**Signal wires on met1**

Cells faint in the background.
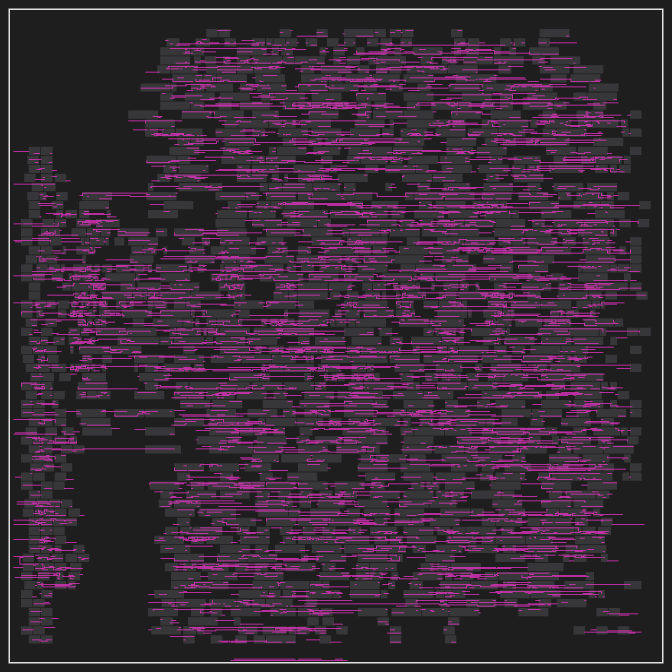
**The metal 2 layer**

Bar = 50 um.
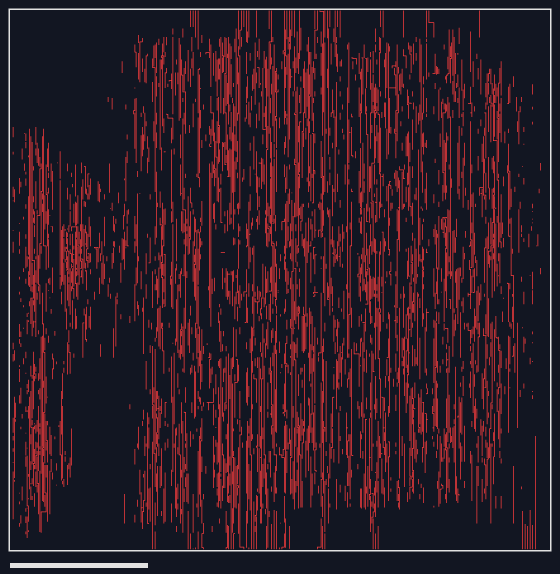
**The metal 3 layer**

Bar = 50 um.
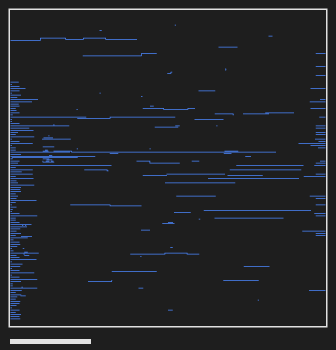
**Clock nets**

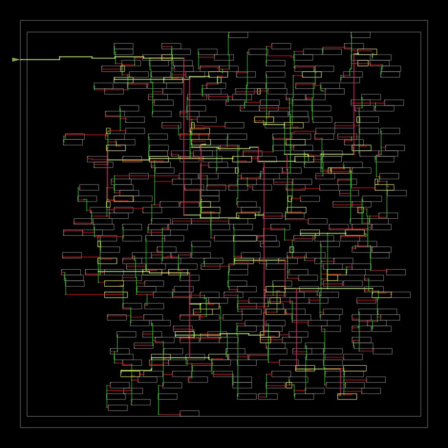
### config.mk
export PLATFORM = sky130hd
export DESIGN_NAME = mult_share_arb_flat
export DESIGN_NICKNAME = d
export VERILOG_FILES = /design/src/rtl/mult_share_arb_pkg.sv /design/src/rtl/mult_share_arb_if.sv /design/src/rtl/mult_rsp_fifo.sv /design/src/rtl/mult_rsp_fifo_chk.sv /design/src/rtl/mult_share_arb.sv /design/src/flat_wrapper.sv
export SDC_FILE = /design/constraint.sdc
export NUM_CORES = 1
export LEC_CHECK = 0
export CAP_MARGIN = 15
export CORE_MARGIN = 3
export CORE_UTILIZATION = 48
export DETAILED_ROUTE_END_ITERATION = 6
export PLACE_DENSITY = 0.76
export SLEW_MARGIN = 10
export SYNTH_ARGS = -nofsm -noshare
export SYNTH_HDL_FRONTEND = slang
export SYNTH_SLANG_ARGS = --single-unit
export TNS_END_PERCENT = 5
### constraint.sdc
create_clock -name clk -period 8.14 [get_ports clk]
set_input_delay 0.814 -clock clk [delete_from_list [all_inputs] [get_ports clk]]
set_output_delay 0.814 -clock clk [all_outputs]
set_load 0.01 [all_outputs]
### src/rtl/mult_share_arb_pkg.sv
// Shared widths, tag record and helpers for the shared-multiplier arbiter.
package mult_arb_pkg;

  localparam int N1_W     = 11;  // signed multiplicand width
  localparam int N2_W     = 8;   // signed multiplier width
  localparam int RES_W    = 19;  // product width
  localparam int ID_MAX_W = 3;   // requester id width for the largest supported NREQ (8)

  // Width of a requester index; never below one bit.
  function automatic int id_w(input int nreq);
    if (nreq <= 2) begin
      return 1;
    end else begin
      return $clog2(nreq);
    end
  endfunction

  // One stage of the owner-tracking pipeline that runs beside the core.
  typedef struct packed {
    logic                vld;
    logic [ID_MAX_W-1:0] id;
  } tag_t;

endpackage

### src/rtl/mult_share_arb_if.sv
// Requester-side request/response bus of the shared-multiplier arbiter.
interface mult_share_arb_if #(
  parameter int NREQ = 4
) ();

  logic [NREQ-1:0]                       req_valid;
  logic [NREQ-1:0]                       req_ready;
  logic [NREQ*mult_arb_pkg::N1_W-1:0]    req_n1;
  logic [NREQ*mult_arb_pkg::N2_W-1:0]    req_n2;
  logic [NREQ-1:0]                       rsp_valid;
  logic [NREQ-1:0]                       rsp_ready;
  logic [NREQ*mult_arb_pkg::RES_W-1:0]   rsp_data;

  // Requester side: issues operand pairs and pops products.
  modport master (
    output req_valid, req_n1, req_n2, rsp_ready,
    input  req_ready, rsp_valid, rsp_data
  );

  // Arbiter side.
  modport slave (
    input  req_valid, req_n1, req_n2, rsp_ready,
    output req_ready, rsp_valid, rsp_data
  );

endinterface

### src/rtl/mult_rsp_fifo.sv
// Show-ahead response FIFO for one requester. The head is visible only once
// an entry has been registered, so there is no write-to-read bypass.
module mult_rsp_fifo
  import mult_arb_pkg::*;
#(
  parameter int DEPTH = 4,
  parameter int W     = RES_W
) (
  input  logic         clk,
  input  logic         rst_n,
  input  logic         wr_en,
  input  logic [W-1:0] wr_data,
  input  logic         rd_en,
  output logic         rd_valid,
  output logic [W-1:0] rd_data
);

  localparam int AW = (DEPTH > 1) ? $clog2(DEPTH) : 1;
  localparam int CW = $clog2(DEPTH + 1);

  logic [W-1:0]  mem_r [DEPTH];
  logic [AW-1:0] wr_ptr_r;
  logic [AW-1:0] rd_ptr_r;
  logic [CW-1:0] count_r;
  logic          full_s;
  logic          empty_s;
  logic          wr_ok_s;
  logic          rd_ok_s;

  // Pointer advance that also works for non-power-of-two depths.
  function automatic logic [AW-1:0] next_ptr(input logic [AW-1:0] ptr);
    if (ptr == AW'(DEPTH - 1)) begin
      return {AW{1'b0}};
    end else begin
      return ptr + {{(AW-1){1'b0}}, 1'b1};
    end
  endfunction

  // Status flags, qualified enables and masked head output.
  always_comb begin
    full_s   = (count_r == CW'(DEPTH));
    empty_s  = (count_r == {CW{1'b0}});
    wr_ok_s  = wr_en & ~full_s;
    rd_ok_s  = rd_en & ~empty_s;
    rd_valid = ~empty_s;
    if (empty_s) begin
      rd_data = {W{1'b0}};
    end else begin
      rd_data = mem_r[rd_ptr_r];
    end
  end

  // Storage, pointers and occupancy count.
  always_ff @(posedge clk or negedge rst_n) begin
    if (!rst_n) begin
      for (int i = 0; i < DEPTH; i++) begin
        mem_r[i] <= {W{1'b0}};
      end
      wr_ptr_r <= {AW{1'b0}};
      rd_ptr_r <= {AW{1'b0}};
      count_r  <= {CW{1'b0}};
    end else begin
      if (wr_ok_s) begin
        mem_r[wr_ptr_r] <= wr_data;
        wr_ptr_r        <= next_ptr(wr_ptr_r);
      end
      if (rd_ok_s) begin
        rd_ptr_r <= next_ptr(rd_ptr_r);
      end
      case ({wr_ok_s, rd_ok_s})
        2'b10:   count_r <= count_r + {{(CW-1){1'b0}}, 1'b1};
        2'b01:   count_r <= count_r - {{(CW-1){1'b0}}, 1'b1};
        default: count_r <= count_r;
      endcase
    end
  end

  mult_rsp_fifo_chk u_chk (
    .clk   (clk),
    .rst_n (rst_n),
    .wr_en (wr_en),
    .full  (full_s)
  );

endmodule

### src/rtl/mult_rsp_fifo_chk.sv
// Property checker for a response FIFO: a write must never hit a full FIFO,
// because credits are supposed to make that impossible.
module mult_rsp_fifo_chk (
  input logic clk,
  input logic rst_n,
  input logic wr_en,
  input logic full
);

  no_overflow_a: assert property (@(posedge clk) disable iff (!rst_n) !(wr_en && full));

endmodule

### src/rtl/mult_share_arb.sv
// Round-robin sharing of one external pipelined multiplier among NREQ
// requesters. A tag pipeline of the core's latency records who owns each
// product; credits sized to the response FIFOs stop issue before any FIFO
// could overflow, since the core itself cannot be stalled.
module mult_share_arb
  import mult_arb_pkg::*;
#(
  parameter int NREQ       = 4,
  parameter int MUL_LAT    = 8,
  parameter int FIFO_DEPTH = 4
) (
  input  logic             clk,
  input  logic             rst_n,
  mult_share_arb_if.slave  bus,
  output logic [N1_W-1:0]  mul_n1,
  output logic [N2_W-1:0]  mul_n2,
  input  logic [RES_W-1:0] mul_result,
  output logic             busy
);

  localparam int IDW = id_w(NREQ);
  localparam int CW  = $clog2(FIFO_DEPTH + 1);

  logic [NREQ-1:0]  eligible_s;
  logic [NREQ-1:0]  grant_s;
  logic [NREQ-1:0]  wr_en_s;
  logic [NREQ-1:0]  pop_s;
  logic [NREQ-1:0]  rsp_valid_s;
  logic [RES_W-1:0] rsp_data_s [NREQ];
  logic [CW-1:0]    credit_r [NREQ];
  logic [IDW-1:0]   ptr_r;
  logic [IDW-1:0]   grant_id_s;
  logic             grant_any_s;
  tag_t             tag_r [MUL_LAT];
  tag_t             tag_in_s;
  logic             tags_busy_s;

  // A requester may be granted only while it still has a free FIFO slot reserved.
  always_comb begin
    for (int i = 0; i < NREQ; i++) begin
      eligible_s[i] = bus.req_valid[i] & (credit_r[i] != {CW{1'b0}});
    end
  end

  // Round-robin pick: first eligible index at or after ptr, wrapping.
  always_comb begin
    int idx;
    grant_any_s = 1'b0;
    grant_id_s  = {IDW{1'b0}};
    idx         = 0;
    for (int off = 0; off < NREQ; off++) begin
      idx = int'(ptr_r) + off;
      if (idx >= NREQ) begin
        idx = idx - NREQ;
      end else begin
        idx = idx;
      end
      if (!grant_any_s && eligible_s[idx]) begin
        grant_any_s = 1'b1;
        grant_id_s  = IDW'(idx);
      end else begin
        grant_any_s = grant_any_s;
      end
    end
  end

  // Grant vector, operand mux (zero when idle) and the tag entering the pipe.
  always_comb begin
    if (grant_any_s) begin
      grant_s = {{(NREQ-1){1'b0}}, 1'b1} << grant_id_s;
      mul_n1  = bus.req_n1[int'(grant_id_s)*N1_W +: N1_W];
      mul_n2  = bus.req_n2[int'(grant_id_s)*N2_W +: N2_W];
    end else begin
      grant_s = {NREQ{1'b0}};
      mul_n1  = {N1_W{1'b0}};
      mul_n2  = {N2_W{1'b0}};
    end
    bus.req_ready = grant_s;
    tag_in_s.vld  = grant_any_s;
    tag_in_s.id   = ID_MAX_W'(grant_id_s);
  end

  // Pointer moves just past the winner; holds when nothing is granted.
  always_ff @(posedge clk or negedge rst_n) begin
    if (!rst_n) begin
      ptr_r <= {IDW{1'b0}};
    end else if (grant_any_s) begin
      if (grant_id_s == IDW'(NREQ - 1)) begin
        ptr_r <= {IDW{1'b0}};
      end else begin
        ptr_r <= grant_id_s + {{(IDW-1){1'b0}}, 1'b1};
      end
    end else begin
      ptr_r <= ptr_r;
    end
  end

  // Owner tags travel alongside the operands through the core's latency.
  always_ff @(posedge clk or negedge rst_n) begin
    if (!rst_n) begin
      for (int s = 0; s < MUL_LAT; s++) begin
        tag_r[s] <= '{vld: 1'b0, id: {ID_MAX_W{1'b0}}};
      end
    end else begin
      tag_r[0] <= tag_in_s;
      for (int s = 1; s < MUL_LAT; s++) begin
        tag_r[s] <= tag_r[s-1];
      end
    end
  end

  // Retire steering, pops, and the in-flight indicator.
  always_comb begin
    tags_busy_s = 1'b0;
    for (int s = 0; s < MUL_LAT; s++) begin
      tags_busy_s = tags_busy_s | tag_r[s].vld;
    end
    for (int i = 0; i < NREQ; i++) begin
      wr_en_s[i] = tag_r[MUL_LAT-1].vld && (tag_r[MUL_LAT-1].id == ID_MAX_W'(i));
    end
    pop_s         = rsp_valid_s & bus.rsp_ready;
    bus.rsp_valid = rsp_valid_s;
    for (int i = 0; i < NREQ; i++) begin
      bus.rsp_data[i*RES_W +: RES_W] = rsp_data_s[i];
    end
    busy = tags_busy_s | (|rsp_valid_s);
  end

  // Credits: issue takes one, a pop returns one, both together cancel.
  always_ff @(posedge clk or negedge rst_n) begin
    if (!rst_n) begin
      for (int i = 0; i < NREQ; i++) begin
        credit_r[i] <= CW'(FIFO_DEPTH);
      end
    end else begin
      for (int i = 0; i < NREQ; i++) begin
        case ({grant_s[i], pop_s[i]})
          2'b10:   credit_r[i] <= credit_r[i] - {{(CW-1){1'b0}}, 1'b1};
          2'b01:   credit_r[i] <= credit_r[i] + {{(CW-1){1'b0}}, 1'b1};
          default: credit_r[i] <= credit_r[i];
        endcase
      end
    end
  end

  for (genvar g = 0; g < NREQ; g++) begin : g_fifo
    mult_rsp_fifo #(
      .DEPTH (FIFO_DEPTH),
      .W     (RES_W)
    ) u_fifo (
      .clk      (clk),
      .rst_n    (rst_n),
      .wr_en    (wr_en_s[g]),
      .wr_data  (mul_result),
      .rd_en    (bus.rsp_ready[g]),
      .rd_valid (rsp_valid_s[g]),
      .rd_data  (rsp_data_s[g])
    );
  end

endmodule

### src/flat_wrapper.sv
// flat-port wrapper written by rule: the top's interface ports become plain ports
module mult_share_arb_flat import mult_arb_pkg::*;
#(
  parameter int NREQ       = 4,
  parameter int MUL_LAT    = 8,
  parameter int FIFO_DEPTH = 4
)
  (clk, rst_n, mul_n1, mul_n2, mul_result, busy, bus_req_valid, bus_req_n1, bus_req_n2, bus_rsp_ready, bus_req_ready, bus_rsp_valid, bus_rsp_data);
  mult_share_arb_if #(.NREQ(NREQ)) bus_i ();
  input  logic clk;
  input  logic rst_n;
  output logic [N1_W-1:0] mul_n1;
  output logic [N2_W-1:0] mul_n2;
  input  logic [RES_W-1:0] mul_result;
  output logic busy;
  input wire logic [$bits(bus_i.req_valid)-1:0] bus_req_valid;
  input wire logic [$bits(bus_i.req_n1)-1:0] bus_req_n1;
  input wire logic [$bits(bus_i.req_n2)-1:0] bus_req_n2;
  input wire logic [$bits(bus_i.rsp_ready)-1:0] bus_rsp_ready;
  output wire logic [$bits(bus_i.req_ready)-1:0] bus_req_ready;
  output wire logic [$bits(bus_i.rsp_valid)-1:0] bus_rsp_valid;
  output wire logic [$bits(bus_i.rsp_data)-1:0] bus_rsp_data;
  assign bus_i.req_valid = bus_req_valid;
  assign bus_i.req_n1 = bus_req_n1;
  assign bus_i.req_n2 = bus_req_n2;
  assign bus_i.rsp_ready = bus_rsp_ready;
  assign bus_req_ready = bus_i.req_ready;
  assign bus_rsp_valid = bus_i.rsp_valid;
  assign bus_rsp_data = bus_i.rsp_data;
  mult_share_arb #(.NREQ(NREQ), .MUL_LAT(MUL_LAT), .FIFO_DEPTH(FIFO_DEPTH)) u_core (.clk(clk), .rst_n(rst_n), .bus(bus_i), .mul_n1(mul_n1), .mul_n2(mul_n2), .mul_result(mul_result), .busy(busy));
endmodule
==> results.py <==
# Metrics from the implementation run
metrics = {
    "pwr": {
        "pwr_density_cell_mw_per_mm2": 463,
        "p_comb_share_pct": 46.9,
        "switching_share_pct": 31.7,
    },
    "cts": {
        "ctsResizeCount": 0,
        "root_buffer": "clkbuf_16",
        "clockBufferDepth": 3,
    },
    "layout": {
        "drive_gt1_share_pct": 34.6,
        "fillers": 2723,
        "comb_area_mm2": 0.00760,
        "finalNonFillerCells": 1836,
    },
    "final_timing": {
        "finalSetupViolCount": 0,
        "period_needed_ps": 4740,
        "whs_ps": 270,
        "fin_crit_sh_pct": 58.2,
        "rsz0062_at_grt": "no",
        "clock.fmax_mhz": 211,
    },
    "critical_path": {
        "critPathMaxFanout": 32,
        "cpLargestDelayFamily": "buffers and inverters",
        "critPathCaptureType": "primary output",
        "path_cells": "clkdlybuf4s50_1 > o31a_1 > nor3_1 > nor4b_4 > buf_4 > mux2i_1 > o22ai_1 > clkdlybuf4s50_1",
        "cp_common_cell": "clkdlybuf4s50_1",
        "crit_slowest_cell": "nor4b_4",
        "required_ps": 7330,
    },
    "logic_synthesis": {
        "synth_dominant_cell_count": "dfrtp_1",
        "synth_seq_share_pct": 53.5,
        "ff_type": "dfrtp_1",
        "area_leaders": "dfrtp_1, mux2_2, mux4_2",
        "xor_share_pct": 1.21,
        "ys_chip_area_mm2": 0.0173,
        "synth_adder_area_share_pct": 3.23,
        "synth_flops": 370,
        "synth_area_leader_cell": "dfrtp_1",
        "syn_nets": 1311,
        "postSynth.asyncResetShare_pct": 100,
        "ys_warn_count": 0,
    },
    "floorplanning": {
        "chip_area_mm2": 0.0384,
        "placementRows": 68,
        "fp_util_pct": 49.4,
    },
    "global_route": {
        "grt_max_degree": 85,
        "grt_pass1_wl_um": 60900,
    },
    "flow_run": {
        "max-cap-violations": 0,
    },
    "placement": {
        "dp_slack_ps": 3370,
        "place_area_mm2": 0.0197,
        "dpl.hpwl_um": 26100,
    },
    "run_status": {
        "run_status": "finished, final reports clean",
    },
    "drt": {
        "postRouteAntennaNets": 0,
        "drc": 0,
        "dr_total_vias": 10300,
    },
}
Notes on 'signal wires on met1' above:
share of all routed wire	41%
nets with wire on the layer	1,331
main direction	horizontal
wire length on this layer	15,700 um
longest straight run	39.6 um

Notes on 'the metal 2 layer' above:
main direction	vertical
nets with wire on the layer	1,381
longest straight run	97.9 um

Notes on 'the metal 3 layer' above:
nets with wire on the layer	183
wire length on this layer	2,300 um
share of all routed wire	6.1%

Notes on 'clock nets' above:
Clock Latency Late Sink: 520 ps
# clock sinks: 370
flop count: 370
Clock group: 1.76 mW
Num CTS Buffers: 39

==> cell type report <==
cell class                      instances  share of cell area (%)
Sequential cell                       370                    44.1
Clock buffer                           54                    5.40
Antenna cell                            1                  0.0119
Clock inverter                         11                   0.643
Tap cell                              455                    2.71
Inverter                               39                   0.696
Multi-Input combinational cell        687                    36.1
Timing Repair Buffer                  219                    10.3
==> path summary, 6_finish.rpt <==
check	start	endpoint	slack, ps	cells after the start
min	rst_n	u_core.g_fifo[3].u_fifo.mem_r[6]	270	1
max reg2reg	u_core.credit_r[4]	u_core.credit_r[7]	4340	10
min reg2reg	u_core.tag_r[4]	u_core.tag_r[0]	350	0
min in group clk	u_core.tag_r[4]	u_core.tag_r[0]	350	0
max	bus_req_valid[1]	mul_n2[3]	3400	8
max in group asynchronous	rst_n	u_core.g_fifo[1].u_fifo.count_r[0]	6310	2
==> cell usage in the layout (no fill, tap or decap), types with 2 or more instances in the layout <==
| cell | n |
|---|---|
| a21o_1 | 4 |
| a21oi_1 | 2 |
| a31oi_2 | 2 |
| and2_1 | 76 |
| buf_4 | 11 |
| bufinv_16 | 3 |
| clkbuf_1 | 7 |
| clkbuf_16 | 41 |
| clkbuf_8 | 6 |
| clkdlybuf4s50_1 | 207 |
| clkinv_2 | 6 |
| clkinvlp_4 | 2 |
| dfrtp_1 | 366 |
| dfstp_2 | 4 |
| fa_1 | 8 |
| ha_1 | 32 |
| inv_1 | 39 |
| mux2_2 | 313 |
| mux2i_1 | 42 |
| mux4_2 | 76 |
| nand2_1 | 22 |
| nand2_2 | 8 |
| nand3_1 | 2 |
| nor2_1 | 10 |
| nor3_1 | 7 |
| nor4_1 | 3 |
| o21ai_0 | 13 |
| o21ai_1 | 2 |
| o22ai_1 | 19 |
| o31ai_1 | 3 |
| or3_1 | 8 |
| xnor2_1 | 8 |
| xor2_1 | 16 |
==> kinds of logic (layout without fill, tap and decap cells) <==
logic type / count (synthesis) / in the layout
AND-OR/OR-AND: 51 / 51
XOR/XNOR: 24 / 24
adder cells (fa/ha/maj): 40 / 40
buffers and inverters: 109 / 323
flip-flops: 370 / 370
multiplexers: 431 / 431
other: 0 / 1
AND/OR/NAND/NOR: 141 / 141
==> state kept, by name, summed over array words and instances (netlist names) <==
signal,flops
u_core.ptr_r,2
u_core.g_fifo.u_fifo.rd_ptr_r,8
u_core.g_fifo.u_fifo.wr_ptr_r,8
u_core.g_fifo.u_fifo.count_r,12
u_core.tag_r,24
u_core.g_fifo.u_fifo.mem_r,304
u_core.credit_r,12
==> layer usage <==
metal | global-route usage (%) | share of wire, % | wire length (um) | vias up
met5 | 0 | 0.053 | 20 | -
met4 | 4.83 | 1.8 | 695 | 2
met3 | 4.59 | 6.1 | 2300 | 50
met2 | 35.2 | 51 | 19300 | 268
met1 | 25.3 | 41 | 15700 | 5349
li1 | - | - | - | 4607
==> power groups by stage <==
stage / logic [mW] / clock network, mW / registers, mW
after floorplan: 3.09 / 0 / 3.15
after global placement: 4.51 / 0 / 3.36
after detailed placement: 4.63 / 0 / 3.42
after CTS: 4.65 / 1.79 / 3.40
after global routing: 4.94 / 1.88 / 3.52
final: 4.56 / 1.76 / 3.40
No activity file was given, so power comes from the tool's default toggle rates.
